==> config.mk <==
export PLATFORM = sky130hd
export DESIGN_NAME = mul_seq_unit
export DESIGN_NICKNAME = d
export VERILOG_FILES = /design/src/rtl/mul_seq_unit.sv
export SDC_FILE = /design/constraint.sdc
export NUM_CORES = 1
export LEC_CHECK = 0
export ABC_AREA = 1
export CAP_MARGIN = 20
export CORE_MARGIN = 4
export CORE_UTILIZATION = 45
export DETAILED_ROUTE_END_ITERATION = 7
export PLACE_DENSITY = 0.78
export SLEW_MARGIN = 20
export SYNTH_ARGS = -nofsm -noshare
export SYNTH_HDL_FRONTEND = slang
export SYNTH_SLANG_ARGS = --single-unit
==> constraint.sdc <==
create_clock -name clk -period 3.2 [get_ports clk]
set_input_delay 0.48 -clock clk [delete_from_list [all_inputs] [get_ports clk]]
set_output_delay 0.48 -clock clk [all_outputs]
set_load 0.02 [all_outputs]
Fig. 1: routed metal, one colour a layer
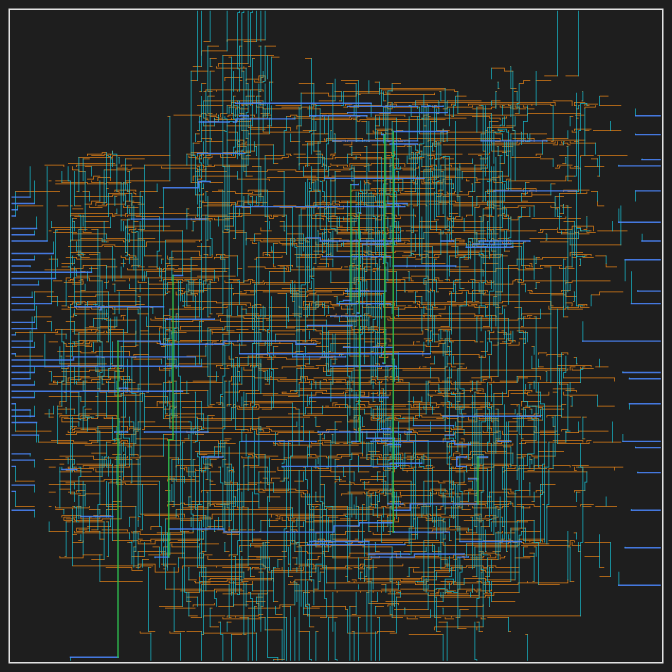
legend:
  M1:
    colour: orange
    wire_length: 9,820 um
  M3:
    colour: blue
    wire_length: 1,370 um
  M4:
    colour: green
    wire_length: 352 um
  M2:
    colour: cyan
    wire_length: 9,340 um
vias: 7,982
routed wire length: 20.88 mm
Total Routing Usage GR: 0.2139
WL per Instance: 12.95 um

Fig. 2: wires at chosen ports, followed through buffers
Scale bar: 50 um.
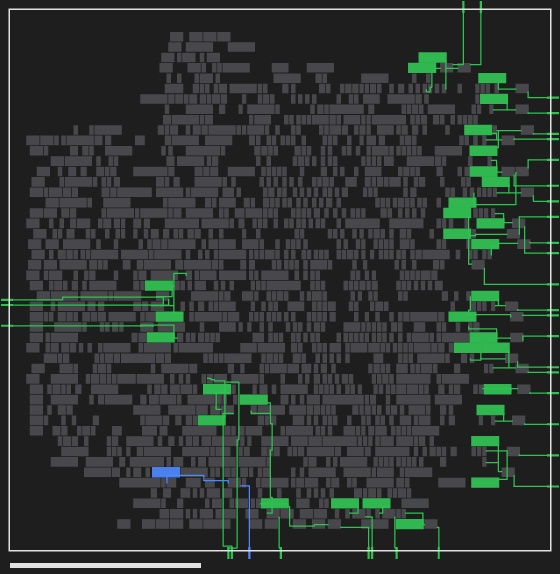
legend:
  result:
    colour: green
    bits: 32
    direction: output
    edge: 20 east, 7 south, 3 west, 2 north
    end_cells: 32
    buffers: 32
    wire: 846 um
  done:
    colour: blue
    bits: 1
    direction: output
    edge: south
    end_cells: 1
    buffers: 1
    wire: 39.0 um
IO Port Bufs: 102
# IOs: 103

Fig. 3: placement by cell class
Fill, decap, tap and diode cells in grey.
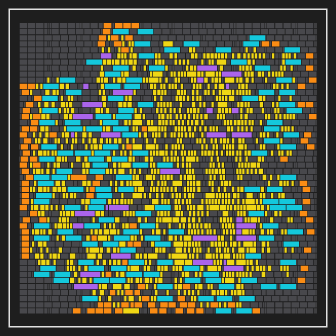
legend:
  registers:
    colour: cyan
    cells: 136
  clock drivers and dummy loads:
    colour: purple
    cells: 31
  remaining buffers and delay cells:
    colour: orange
    cells: 113
  remaining logic cells:
    colour: yellow
    cells: 1,108
utilization after layout: 0.5596
core area: 0.01742 mm2
Site Rows: 48
Seq area share: 0.2794

==> results_dict.tcl <==
# flow metrics
set metrics [dict create \
    outcome "finished clean" \
    p_seq_mw 1.83 \
    grt_pass1_wl_mm 35.30 \
    synthTopCellsByArea "dfxtp_1 34%, nand2_1 23%, inv_1 7.9%" \
    cts_hold_buf 0 \
    synthArstFlopShare 0 \
    p_comb_frac 0.099 \
    dp.cells 1582 \
    top_logic_kind "simple AND/OR/NAND/NOR gates" \
    synth_seq_share 0.3387 \
    finalWorstSetupSlack_ns 0.5192 \
    crit_top_cell "clkdlybuf4s50_1" \
    cts_num_sinks 136 \
    wl_met1_mm 9.820 \
    drtIter0Drc 681 \
    hold_violations 0 \
    drv_slew 0 \
    top_power_group "the clock network" \
    dieArea_mm2 0.02006 \
    synth-main-ff-cell "dfxtp_1" \
    place_congestion 0.9696 \
    placedInstanceArea_mm2 0.009165 \
    use_met2 0.3377 \
    buffers 113 \
    mux_share 0 \
    common_cells "495 x nand2_1, 169 x inv_1, 136 x dfxtp_1" \
    clkTransAtPathRegs_ns 0.06 \
    post_cts_buffers 0 \
    fin_crit_sh 0.8377 \
    syn_inst 1301 \
    drive_above_1_share 0.03963 \
    fp.dieW_um 141.6 \
    worst-setup-path-type "in -> out" \
    vias_per_cell 4.949 \
    fillers 1698 \
    final-nonclk-buf-share 0.1140 \
    floorplan.nets 1403 \
    worstMarginPinSlew_ns 0.6782 \
    final_cell_mix "495 x nand2_1, 168 x inv_1, 136 x dfxtp_1, 127 x nor2_1, 101 x clkdlybuf4s50_1" \
    met3_length_mm 1.368 \
    ir_drop_mv 0.3768 \
    synth_compound_gate_area_share 0.1370 \
    nonClockInverterCount 174 \
    seq_area_mm2 0.002723 \
    cp-end-kind "output port" \
    swShare 0.2542 \
    ys_ff 136 \
    grt.busiest_layer "met2" \
    drc 0 \
    fin_area_mm2 0.009746 \
    numCtsBuffers 17 \
    yosysTopAreaCellShare 0.3387 \
    clock_area_frac 0.05957 \
    tns_ns 0 \
    clk_latency_ns 0.42 \
    htreeDepth 4 \
    start_kind "input pin" \
    top_layer "met4" \
    antenna_found_initial 0 \
    largest_class "logic gates" \
    comb.multi_input.count 934 \
    seq_cell_count 136 \
    comb_share 0.4504 \
    fa_ha_area_frac 0.05386 \
    syn_to_final_growth_pct 21.25 \
    place_ws_ns 0.5098 \
    critPathMaxFanout 15 \
    die_y_um 141.6 \
    synth_cell_types 36 \
    xor_share 0.01743 \
    drt-pass1-iter-count 5 \
    cts_tree "done" \
    max_slew_margin 0.5479 \
    grtUsageMet1 0.2983 \
    comb_area_mm2 0.004389 \
    use_met3 0.03640 \
    yosysWarnings 0 \
    yosysTopAreaCell "dfxtp_1" \
    synth.cell_area_mm2 0.008038 \
]
